Figure 1. Wire density map.
Bar = 20 um. The die is cut into 16 by 17 equal tiles; dark blue is low, red is high, scaled to the fullest tile. Values are wire area over tile area, all layers added.
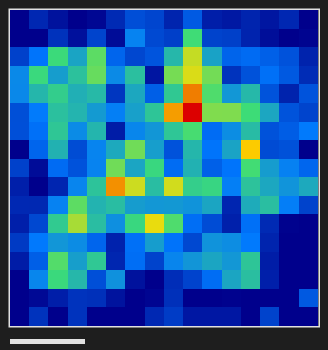
Figure 2. Met1 routing.
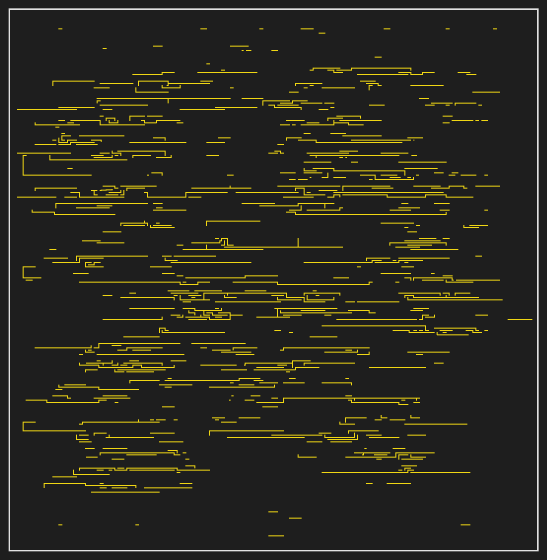
Figure 3. Metal 3.
Bar = 20 um.
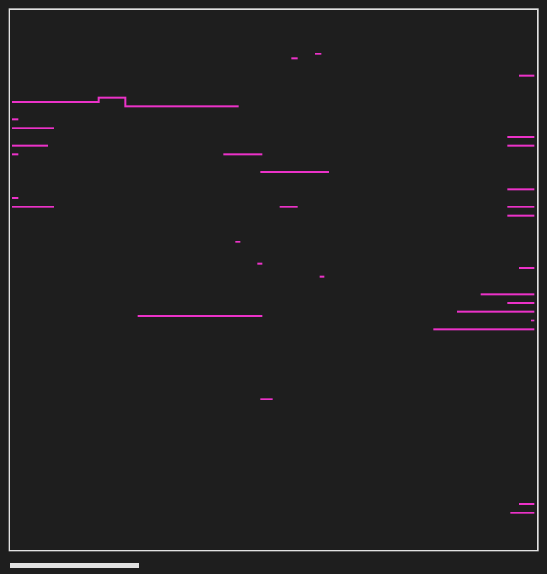
Figure 4. Placed cells, one color a class.
Fill, decap, tap and diode cells in gray.
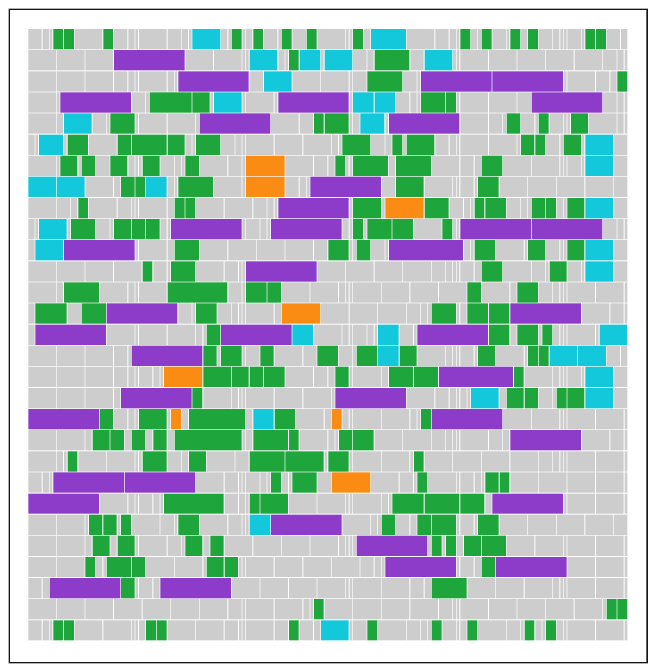
Figure 5. The clock network.
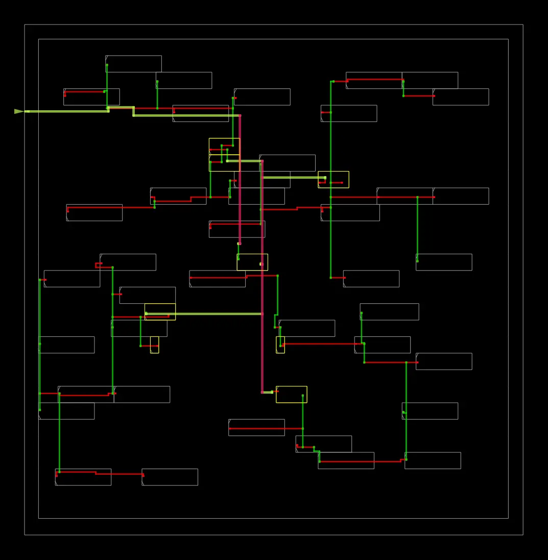
--- src/rtl/eth_tx_scheduler.sv ---
// Ethernet TX frame scheduler: arbitrates ARP / motor / AD frames, issues one
// command at a time to the frame builder, then enforces watchdog and inter-frame gap.
module eth_tx_scheduler #(
  parameter int                            C_AXI_ADDR_WIDTH = 32,
  parameter logic [C_AXI_ADDR_WIDTH-1:0]   C_ADDR_MOTOR2ETH = 32'h0000_0000,
  parameter logic [C_AXI_ADDR_WIDTH-1:0]   C_ADDR_AD2ETH    = 32'h1000_0000,
  parameter logic [C_AXI_ADDR_WIDTH-1:0]   C_ADDR_SUMOFFSET = 32'h0000_1000,
  parameter int                            NUM_SLOTS        = 8,
  parameter int                            IFG_CYCLES       = 12,
  parameter int                            WATCH_DOG_WIDTH  = 12
) (
  input  logic                        sys_clk,
  input  logic                        sys_rst,
  input  logic                        trig_arp,
  input  logic                        trig_package_rst,
  input  logic                        req_motor,
  input  logic                        req_ad,
  output logic                        tx_cmd_valid,
  input  logic                        tx_cmd_ready,
  output logic [1:0]                  tx_cmd_sel,
  output logic [C_AXI_ADDR_WIDTH-1:0] tx_cmd_addr,
  input  logic                        tx_done,
  output logic                        tx_abort,
  output logic                        grant_motor,
  output logic                        grant_ad,
  output logic                        busy,
  output logic [7:0]                  timeout_cnt
);

  // state     | meaning
  // IDLE      | waiting for ARP / motor / AD request
  // CMD       | command presented, waiting for tx_cmd_ready
  // WAIT_DONE | frame in flight, watchdog running
  // GAP       | inter-frame gap countdown

  localparam int AW     = C_AXI_ADDR_WIDTH;
  localparam int PTR_W  = $clog2(NUM_SLOTS);
  localparam int WD_W   = WATCH_DOG_WIDTH;
  localparam int GAP_W  = $clog2(IFG_CYCLES + 1);
  // Down-counter terminal at 0 after 2^W-1 cycles in WAIT_DONE.
  localparam logic [WD_W-1:0]  WD_LOAD  = WD_W'((1 << WD_W) - 2);
  localparam logic [GAP_W-1:0] GAP_LOAD = GAP_W'(IFG_CYCLES - 1);

  localparam logic [1:0] SEL_NONE  = 2'b00;
  localparam logic [1:0] SEL_MOTOR = 2'b01;
  localparam logic [1:0] SEL_AD    = 2'b10;
  localparam logic [1:0] SEL_ARP   = 2'b11;

  typedef enum logic [1:0] {S_IDLE, S_CMD, S_WAIT_DONE, S_GAP} state_t;

  state_t            state_q, state_d;
  logic [1:0]        sel_q, pick_sel;
  logic [AW-1:0]     addr_q, pick_addr;
  logic [PTR_W-1:0]  motor_ptr, ad_ptr;
  logic              last_ad;
  logic              arp_pending;
  logic [WD_W-1:0]   wd_cnt;
  logic [GAP_W-1:0]  gap_cnt;
  logic              accept;
  logic              wd_expire;
  logic [AW-1:0]     motor_addr, ad_addr;

  assign motor_addr = C_ADDR_MOTOR2ETH + AW'(motor_ptr) * C_ADDR_SUMOFFSET;
  assign ad_addr    = C_ADDR_AD2ETH + AW'(ad_ptr) * C_ADDR_SUMOFFSET;
  assign accept     = (state_q == S_CMD) && tx_cmd_ready;
  assign wd_expire  = (state_q == S_WAIT_DONE) && (wd_cnt == '0) && !tx_done;

  always_comb begin
    state_d   = state_q;
    pick_sel  = SEL_NONE;
    pick_addr = '0;
    case (state_q)
      S_IDLE: begin
        if (arp_pending) begin
          pick_sel = SEL_ARP;
        end else if (req_motor && (!req_ad || last_ad)) begin
          pick_sel  = SEL_MOTOR;
          pick_addr = motor_addr;
        end else if (req_ad) begin
          pick_sel  = SEL_AD;
          pick_addr = ad_addr;
        end
        if (pick_sel != SEL_NONE) state_d = S_CMD;
      end
      S_CMD:       if (accept) state_d = S_WAIT_DONE;
      S_WAIT_DONE: if (tx_done || wd_expire) state_d = S_GAP;
      S_GAP:       if (gap_cnt == '0) state_d = S_IDLE;
      default:     state_d = S_IDLE;
    endcase
  end

  always_ff @(posedge sys_clk or posedge sys_rst) begin
    if (sys_rst) begin
      state_q     <= S_IDLE;
      sel_q       <= SEL_NONE;
      addr_q      <= '0;
      motor_ptr   <= '0;
      ad_ptr      <= '0;
      last_ad     <= 1'b1;
      arp_pending <= 1'b0;
      wd_cnt      <= '0;
      gap_cnt     <= '0;
      timeout_cnt <= '0;
    end else begin
      state_q <= state_d;

      if (state_q == S_IDLE && state_d == S_CMD) begin
        sel_q  <= pick_sel;
        addr_q <= pick_addr;
      end

      // A new trigger in the accept cycle must survive the clear.
      arp_pending <= trig_arp | (arp_pending & !(accept && sel_q == SEL_ARP));

      if (trig_package_rst) begin
        motor_ptr <= '0;
        ad_ptr    <= '0;
      end else if (accept && sel_q == SEL_MOTOR) begin
        motor_ptr <= motor_ptr + 1'b1;
      end else if (accept && sel_q == SEL_AD) begin
        ad_ptr <= ad_ptr + 1'b1;
      end

      if (accept && sel_q == SEL_MOTOR) last_ad <= 1'b0;
      else if (accept && sel_q == SEL_AD) last_ad <= 1'b1;

      if (accept) wd_cnt <= WD_LOAD;
      else if (state_q == S_WAIT_DONE && wd_cnt != '0) wd_cnt <= wd_cnt - 1'b1;

      if (state_q != S_GAP) gap_cnt <= GAP_LOAD;
      else if (gap_cnt != '0) gap_cnt <= gap_cnt - 1'b1;

      if (wd_expire && timeout_cnt != 8'hFF) timeout_cnt <= timeout_cnt + 1'b1;
    end
  end

  assign tx_cmd_valid = (state_q == S_CMD);
  assign tx_cmd_sel   = (state_q == S_CMD) ? sel_q : SEL_NONE;
  assign tx_cmd_addr  = (state_q == S_CMD) ? addr_q : '0;
  assign grant_motor  = accept && (sel_q == SEL_MOTOR);
  assign grant_ad     = accept && (sel_q == SEL_AD);
  assign tx_abort     = wd_expire;
  assign busy         = (state_q != S_IDLE);

endmodule

--- config.mk ---
export PLATFORM = sky130hd
export DESIGN_NAME = eth_tx_scheduler
export DESIGN_NICKNAME = d
export VERILOG_FILES = /design/src/rtl/eth_tx_scheduler.sv
export SDC_FILE = /design/constraint.sdc
export NUM_CORES = 1
export LEC_CHECK = 0
export CAP_MARGIN = 20
export CORE_AREA = 2 2 80 82
export DETAILED_ROUTE_END_ITERATION = 7
export DIE_AREA = 0 0 82 84
export PLACE_DENSITY_LB_ADDON = 0.08
export SETUP_SLACK_MARGIN = 0.4
export SYNTH_ARGS = -nofsm -noshare
export SYNTH_HDL_FRONTEND = slang
export SYNTH_SLANG_ARGS = --single-unit
--- constraint.sdc ---
create_clock -name sys_clk -period 3.1 [get_ports sys_clk]
set_input_delay 0.62 -clock sys_clk [delete_from_list [all_inputs] [get_ports sys_clk]]
set_output_delay 0.62 -clock sys_clk [all_outputs]
set_load 0.01 [all_outputs]
==> deck_impl_summary.md <==
Flow Results at a Glance

Outcome
  – Status: complete, no violations

Yosys
  – Unique cell types: 56
  – Post-Syn Instances: roughly 230
  – Post-synthesis sequential area ratio: 42.5%
  – Yosys cell count: between 200 and 250
  – Synth Register Bits: around 40
  – Synthesized area: about 2400 um^2
  – Post-synth EDFFs: 0
  – Commonest register cell after synthesis: dfrtp_1
  – Ys async rst share: 100%
  – YS chip area: 2360 um^2
  – Ys Warns: 0
  – Synth Area per Inst: 10.2 um^2

Setup path
  – Startpoint Class: primary input
  – Flop-to-flop setup slack: 1.18 ns
  – Crit path cell chain: clkdlybuf4s50_1 > nand3b_1 > buf_4 > nor3b_2 > dlygate4sd2_1
  – Crit Reg-Reg Endpoint: timeout_cnt[7]
  – Crit. Startpoint: tx_cmd_ready
  – Worst EP required: 2.48 ns
  – Setup Crit Path Kind: primary input to output port
  – Largest incremental delay on the critical path: 0.50 ns
  – Crit. End Element: output port
  – R2R cell count: 7
  – Crit path to: grant_motor
  – Crit-path leading delay family: buffers and inverters
  – WP depth: 5
  – Critical R2R Launch: wd_cnt[1]
  – Worst-path cell with the longest stage delay: clkdlybuf4s50_1

Final timing
  – Cycle use final: 83.1%
  – Period minus WS final: ~2.6 ns
  – Endpoints failing hold: 0
  – Max-slew violation count: 0
  – RSZ-0062 raised after global routing: false
  – F_max: 388 MHz
  – Slew @ Worst Pin: 0.519 ns
  – Final setup viols: 0
  – Final TNS setup: 0 ns

Clocking
  – Root Driver: clkbuf_8
  – H-tree Lvls: 2
  – Longest Clk Path Bufs: 2
  – CTS clock-pin slew for the worst setup and hold paths: 0.08 ns
  – Late-Pin Clk Latency: 0.29 ns

GRT
  – Largest net degree at the start of global routing: between 40 and 50
  – Initial antenna violation count: 0
  – Gr ovfl total: 0
  – Gr usage total: 14.7%

Finish
  – Post-Route Utilization: 45.2%
  – Post-Layout Cell Count: 348
  – Fin area: around 2800 um^2
  – Synth-to-layout area growth: 16.9%
  – Final #Nets: 285

Run
  – Log Warnings: 28
  – MaxCap Viol Count: 0

Hold path
  – Hold path depth: 2
  – Hold EP: addr_q[13]
  – Hold Startpoint: addr_q[13]

Floorplanning
  – Chip area: 6890 um^2
  – Io pins: about 55
  – Die Ht: 84 um
  – Die width: 82 um
  – Core area: 6100 um^2
  – Initial Utilization: 38.7%

Power
  – Leak Pwr: around 1.2 nW
  – Sw Pwr: 505 uW
  – Seq pwr share: 48.2%
  – Max IR drop VDD: 0.232 mV
  – PwrDens: around 550 nW/um^2
  – Logic gate share of total power: 28.1%
  – Sw Share: 33.1%
  – Clk pwr share: 23.7%
  – P_int: between 1 and 1.5 mW
  – Total power draw: 1.53 mW

Detailed routing
  – Vias/cell: between 4 and 5
  – Met1 Wirelength: about 2.1 mm
  – Top Layer Used: met4
  – Routed wl met3: 166 um
  – Initial DRT Pass Iterations: 4
  – Iteration-0 DRC count of the detailed router: 75
  – Via count: 1680
  – Antenna Violating Nets Remaining: 0

Placed design
  – Placed Cells: between 300 and 400
  – Hpwl dp: 3.15 mm
  – DP Area: about 2600 um^2
  – GPL Wtd Cong: 0.700
About Figure 1:
tiles over half the peak: 9.9%
fullest tile: 0.42
densest ninth of the die: center
nearly empty tiles: 14%

About Figure 2:
wire length on this layer: 2150 um
longest straight run: 23.5 um

About Figure 3:
share of all routed wire: 3.7%
wire length on this layer: 167 um
main direction: horizontal
longest straight run: 19.1 um

About Figure 4:
| color | class | cells |
|---|---|---|
| orange | clock drivers and dummy loads | 8 |
| cyan | remaining buffers and delay cells | 35 |
| purple | sequential cells | 40 |
| green | remaining logic cells | 188 |

About Figure 5:
clk pwr: 362 uW
Num CTS Buffers: 5
Sink Count: 40
clock skew: 0.00346 ns

==> power by group through the flow <==
stage	logic (mW)	clock network, mW	registers [mW]
after CTS	0.418	0.382	0.735
after floorplan	0.349	0	0.693
final	0.428	0.362	0.736
after global placement	0.407	0	0.745
after global routing	0.495	0.407	0.755
after detailed placement	0.410	0	0.745
==> layout make-up <==
type	instances	area [um^2]
inverters	11	43.8
repair buffers	35	328
flip-flops and latches	40	1000
multi-input cells	177	1200
clock buffers	8	90.1
well taps	77	96.3
fillers	627	3340
==> synth_stat cells (4+ instances only) <==
library cell / count / area, um^2
a21oi_1: 4 / 20.0
nand2_1: 10 / 37.5
and2_1: 7 / 43.8
o21ai_0: 9 / 45.0
nor3_1: 7 / 35.0
buf_4: 28 / 210
or3_1: 5 / 31.3
nand3_1: 12 / 60.1
ha_1: 7 / 87.6
mux2i_1: 4 / 40.0
dfrtp_1: 39 / 976
nor2_1: 14 / 52.6
xnor2_1: 11 / 96.3
inv_1: 10 / 37.5
==> metal layers <==
metal / GRT usage, % / vias to the layer above
met4: 6.06 / 0
met2: 21.7 / 30
li1: - / 836
met3: 4.00 / 11
met1: 20.1 / 803
met5: 0 / -
==> stage by stage <==
stage | hold WS, ns | setup slack [ns]
5_1_grt | 0.530 | 0.412
4_1_cts | 0.482 | 0.410
3_3_place_gp | 0.457 | 0.220
3_5_place_dp | 0.463 | 0.232
6_report | 0.474 | 0.524
2_1_floorplan | 0.442 | 1.21
==> layout by cell type, fill, tap and decap left out, types with 4 or more instances in the layout <==
master	synthesis	routed
a21oi_1	4	4
and2_1	7	7
buf_4	28	9
clkbuf_8	0	6
clkdlybuf4s50_1	0	23
conb_1	1	28
dfrtp_1	39	38
ha_1	7	7
inv_1	10	10
mux2i_1	4	4
nand2_1	10	10
nand3_1	12	12
nor2_1	14	14
nor3_1	7	7
o21ai_0	9	9
or3_1	5	5
xnor2_1	11	11
==> state kept, by name (all words and copies together) (netlist names), 2 cells and up <==
signal       cells
addr_q           4
state_q          2
motor_ptr        3
timeout_cnt      8
sel_q            2
ad_ptr           3
wd_cnt          12
gap_cnt          4
==> cell families (layout without fill, tap and decap cells) <==
kind of cell / count (synthesis) / in the layout / share of synthesized area (%)
muxes: 7 / 7 / 3.29
and+or+nand+nor: 86 / 86 / 23.7
DFF: 40 / 40 / 42.5
adders and majority gates: 7 / 7 / 3.71
AOI/OAI and AO/OA: 36 / 36 / 10.7
xor gates and xnor gates: 13 / 13 / 4.83
other: 1 / 28 / 0.159
buffers and inverters: 42 / 54 / 11.1
==> worst register-to-register path: stages (launching register included) <==
cell and delay (ns):
dfrtp_1 0.41, inv_1 0.08, ha_1 0.14, nor4b_4 0.41
nand4_4 0.17, buf_4 0.19, nor4_2 0.28, xor2_1 0.16
==> repair_timing <==
action | in CTS | in global routing
endpoints found under the hold margin | 0 | 0
resized | 3 | 2
endpoints found under the setup margin | 3 | 8
setup buffers | 1 | 3
pin swaps | 2 | 1
Power is estimated from default activity; no workload was simulated.
